**config.mk**
```make
export PLATFORM = sky130hd
export DESIGN_NAME = fifo_word_unpacker
export DESIGN_NICKNAME = d
export VERILOG_FILES = /design/src/rtl/fifo_word_unpacker.sv
export SDC_FILE = /design/constraint.sdc
export NUM_CORES = 1
export LEC_CHECK = 0
export ABC_AREA = 0
export CAP_MARGIN = 20
export CORE_MARGIN = 3
export CORE_UTILIZATION = 48
export DETAILED_ROUTE_END_ITERATION = 12
export HOLD_SLACK_MARGIN = 0.15
export PLACE_DENSITY_LB_ADDON = 0.1
export RECOVER_POWER = 50
export SLEW_MARGIN = 20
export SYNTH_ARGS = -nofsm -noshare
export SYNTH_HDL_FRONTEND = slang
export SYNTH_SLANG_ARGS = --single-unit
```
**constraint.sdc**
```tcl
create_clock -name clk -period 2.3 [get_ports clk]
set_input_delay 0.69 -clock clk [delete_from_list [all_inputs] [get_ports clk]]
set_output_delay 0.69 -clock clk [all_outputs]
set_load 0.05 [all_outputs]
```
**src/rtl/fifo_word_unpacker.sv**
```systemverilog
// fifo_word_unpacker: pops IN_WIDTH-bit words from an FWFT FIFO head and
// serialises each one into IN_WIDTH/OUT_WIDTH beats on a valid/ready stream.
// A new word is popped in the same cycle as the last-beat handshake, so an
// always-ready sink sees no idle cycle between words.
module fifo_word_unpacker #(
   parameter int unsigned IN_WIDTH  = 32,
   parameter int unsigned OUT_WIDTH = 8,
   parameter bit          MSB_FIRST = 1'b0
) (
   input  logic                 clk,
   input  logic                 rst_n,
   input  logic                 flush,
   output logic                 fifo_rd_en,
   input  logic [IN_WIDTH-1:0]  fifo_rd_data,
   input  logic                 fifo_empty,
   output logic                 out_valid,
   input  logic                 out_ready,
   output logic [OUT_WIDTH-1:0] out_data,
   output logic                 out_first,
   output logic                 out_last,
   output logic [15:0]          word_cnt
);

   localparam int unsigned RATIO = IN_WIDTH / OUT_WIDTH;
   localparam int unsigned IDX_W = (RATIO > 1) ? $clog2(RATIO) : 1;
   localparam logic [IDX_W-1:0] LAST_IDX = IDX_W'(RATIO - 1);

   logic                run;
   logic                hold_valid;
   logic [IN_WIDTH-1:0] hold_data;
   logic [IDX_W-1:0]    beat_idx;
   logic [IDX_W-1:0]    slice_k;
   logic                bh;
   logic                wend;

   assign bh   = hold_valid & out_ready;
   assign wend = bh & (beat_idx == LAST_IDX);

   // run gates the pop so the FIFO is never read in the cycle reset releases.
   assign fifo_rd_en = run & ~flush & ~fifo_empty & (~hold_valid | wend);

   assign out_valid = hold_valid;
   assign out_first = hold_valid & (beat_idx == '0);
   assign out_last  = hold_valid & (beat_idx == LAST_IDX);

   // Pick the slice for the current beat according to the beat order.
   always_comb begin
      slice_k  = MSB_FIRST ? (LAST_IDX - beat_idx) : beat_idx;
      out_data = '0;
      for (int unsigned k = 0; k < RATIO; k++) begin
         if (slice_k == IDX_W'(k)) begin
            out_data = hold_data[k*OUT_WIDTH +: OUT_WIDTH];
         end
      end
   end

   // Enable pops from the first edge after reset release onwards.
   always_ff @(posedge clk or negedge rst_n) begin
      if (!rst_n) begin
         run <= 1'b0;
      end else begin
         run <= 1'b1;
      end
   end

   // Word holding register and beat pointer; flush beats every other event.
   always_ff @(posedge clk or negedge rst_n) begin
      if (!rst_n) begin
         hold_valid <= 1'b0;
         hold_data  <= '0;
         beat_idx   <= '0;
      end else if (flush) begin
         hold_valid <= 1'b0;
         beat_idx   <= '0;
      end else if (fifo_rd_en) begin
         hold_valid <= 1'b1;
         hold_data  <= fifo_rd_data;
         beat_idx   <= '0;
      end else if (wend) begin
         hold_valid <= 1'b0;
         beat_idx   <= '0;
      end else if (bh) begin
         beat_idx <= beat_idx + IDX_W'(1);
      end
   end

   // Count fully emitted words; a word ending under flush is not counted.
   always_ff @(posedge clk or negedge rst_n) begin
      if (!rst_n) begin
         word_cnt <= '0;
      end else if (wend && !flush) begin
         word_cnt <= word_cnt + 16'd1;
      end
   end

endmodule

```
Fig. 1: signal wires on met3
Scale bar: 20 um.
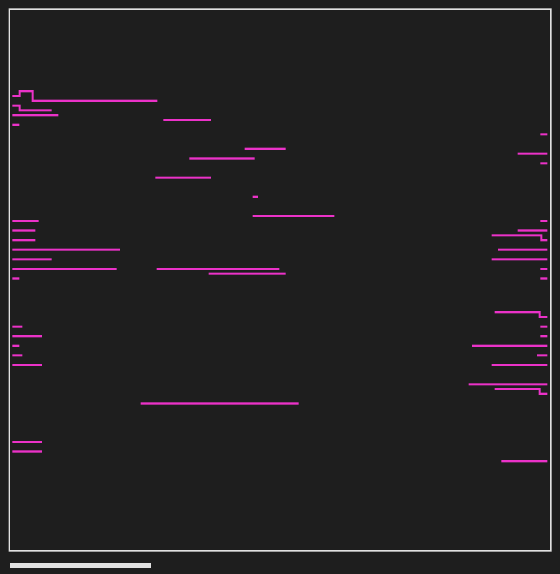
main direction: horizontal
longest straight run: 22.1 um

==> impl_metrics.json <==
{
  "rrSetupSlack_ns": 0.02,
  "layout.nonclk_buf_share_pct": 25.97,
  "row_count": 24,
  "wl_um": 5718,
  "cts-root-buf": "clkbuf_8",
  "setup_viol": 11,
  "drt-initial-drc-count": 95,
  "synth_area_mm2": 0.002381,
  "tns_ns": -1.894,
  "top_cells_by_count": "52 x dfrtp_1, 30 x mux2_2, 22 x nand2_1",
  "inverters_excl_clock": 2,
  "drive_gt1_share_pct": 37.94,
  "place_worst_setup_slack_ns": -0.1839,
  "r2r-start": "beat_idx[0]",
  "ys_chip_area_mm2": 0.002381,
  "nets": 323,
  "ff_type": "dfrtp_1",
  "rsz0062_at_grt": "true",
  "chipHeight_um": 76.43,
  "grt_pass1_wl_um": 9294,
  "core_mm2": 0.004564,
  "setup_ws_ns": -0.2280,
  "violations": "setup timing",
  "topCellsByArea": "dfrtp_1 55%, mux2_2 14%, xnor2_1 5.5%",
  "post-route-min-period_ns": 2.528,
  "combPwrFrac_pct": 31.0,
  "crit_buf_inv": 3,
  "dr_total_vias": 1839,
  "port_buffers": 64,
  "worstPathArrival_ns": 1.84,
  "cts_made_buffers": 5,
  "critPathRequiredTime_ns": 1.61,
  "clk_share_pct": 2.497,
  "fillerInstances": 270,
  "utilization_pct": 82.35,
  "synth-edff-count": 0,
  "critPathTopFamily": "flip-flops",
  "ys_types": 26,
  "drc": 0,
  "first_pass_iters": 4,
  "logic_area_mm2": 0.001297,
  "synthArstFlopShare_pct": 100.0,
  "clock_latency_ns": 0.30,
  "cp_cell_sequence": "inv_2 -> ha_4 -> nor2b_4 -> buf_12 -> a221oi_2 -> o31ai_4 -> buf_12",
  "fp_util_pct": 52.17,
  "ff_count": 52,
  "synth_top_area_share_pct": 54.65,
  "slowest_delay_ns": 0.45,
  "placedCellCount": 329,
  "hold_end": "word_cnt[15]",
  "drv_cap": 0,
  "cp_slowest_cell": "dfrtp_2",
  "critPathLaunch": "beat_idx[0]",
  "post_cts.repair.setup_buffers": 5,
  "crit_cells": 7,
  "grt_usage_pct": 19.68,
  "wl_per_cell_um": 16.48,
  "synth_seq_share_pct": 54.65,
  "die_x_um": 76.43,
  "fin_crit_sh_pct": 109.9,
  "peakVddDrop_mv": 0.4832,
  "top_cell": "dfrtp_1",
  "via_per_inst": 5.300,
  "status": "complete, but fails checks",
  "nClkBuffers": 7,
  "p_clk_w": 0.000532,
  "warning_count": 32,
  "hp-start": "word_cnt[15]",
  "taps": 65,
  "lay_top_cells": "51 x dfrtp_1, 40 x clkdlybuf4s50_1, 30 x mux2_2",
  "path_common_cell": "buf_12",
  "path_clk_slew_ns": 0.09,
  "antenna_found_initial": 0,
  "clockBufferDepth": 2,
  "dp_hpwl_um": 3896
}
Fig. 2: clock routing
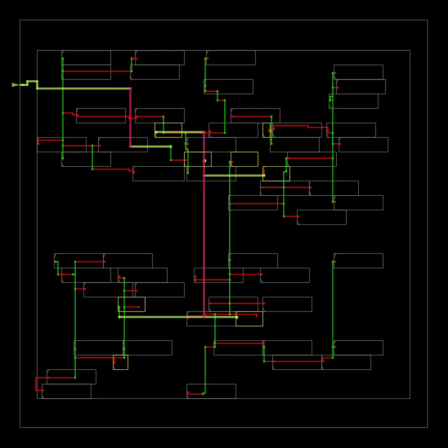
clk_skew: 0.01301 ns
Clock Sinks: 52

-- kinds of logic after synthesis --
family / Yosys count / share of synthesized area (%)
compound gates: 19 / 6.464
xor+xnor: 15 / 5.518
fa+ha+maj: 5 / 2.627
buf+inv: 9 / 2.365
flops: 52 / 54.65
mux: 34 / 15.97
other cells: 1 / 0.1575
simple gates: 58 / 12.24
-- sequential cells by signal (all words and copies together) (netlist names) --
name,count
hold_data,32
word_cnt,16
beat_idx,2
out_valid,1
run,1
-- layer usage --
metal	share of wire [%]	GRT usage [%]	vias up	wire length [um]
li1	-	-	860	-
met1	43	26.11	923	2485
met2	51	32.60	50	2911
met3	4.8	4.965	6	275
met4	0.79	4.348	0	45
met5	0	0	-	0
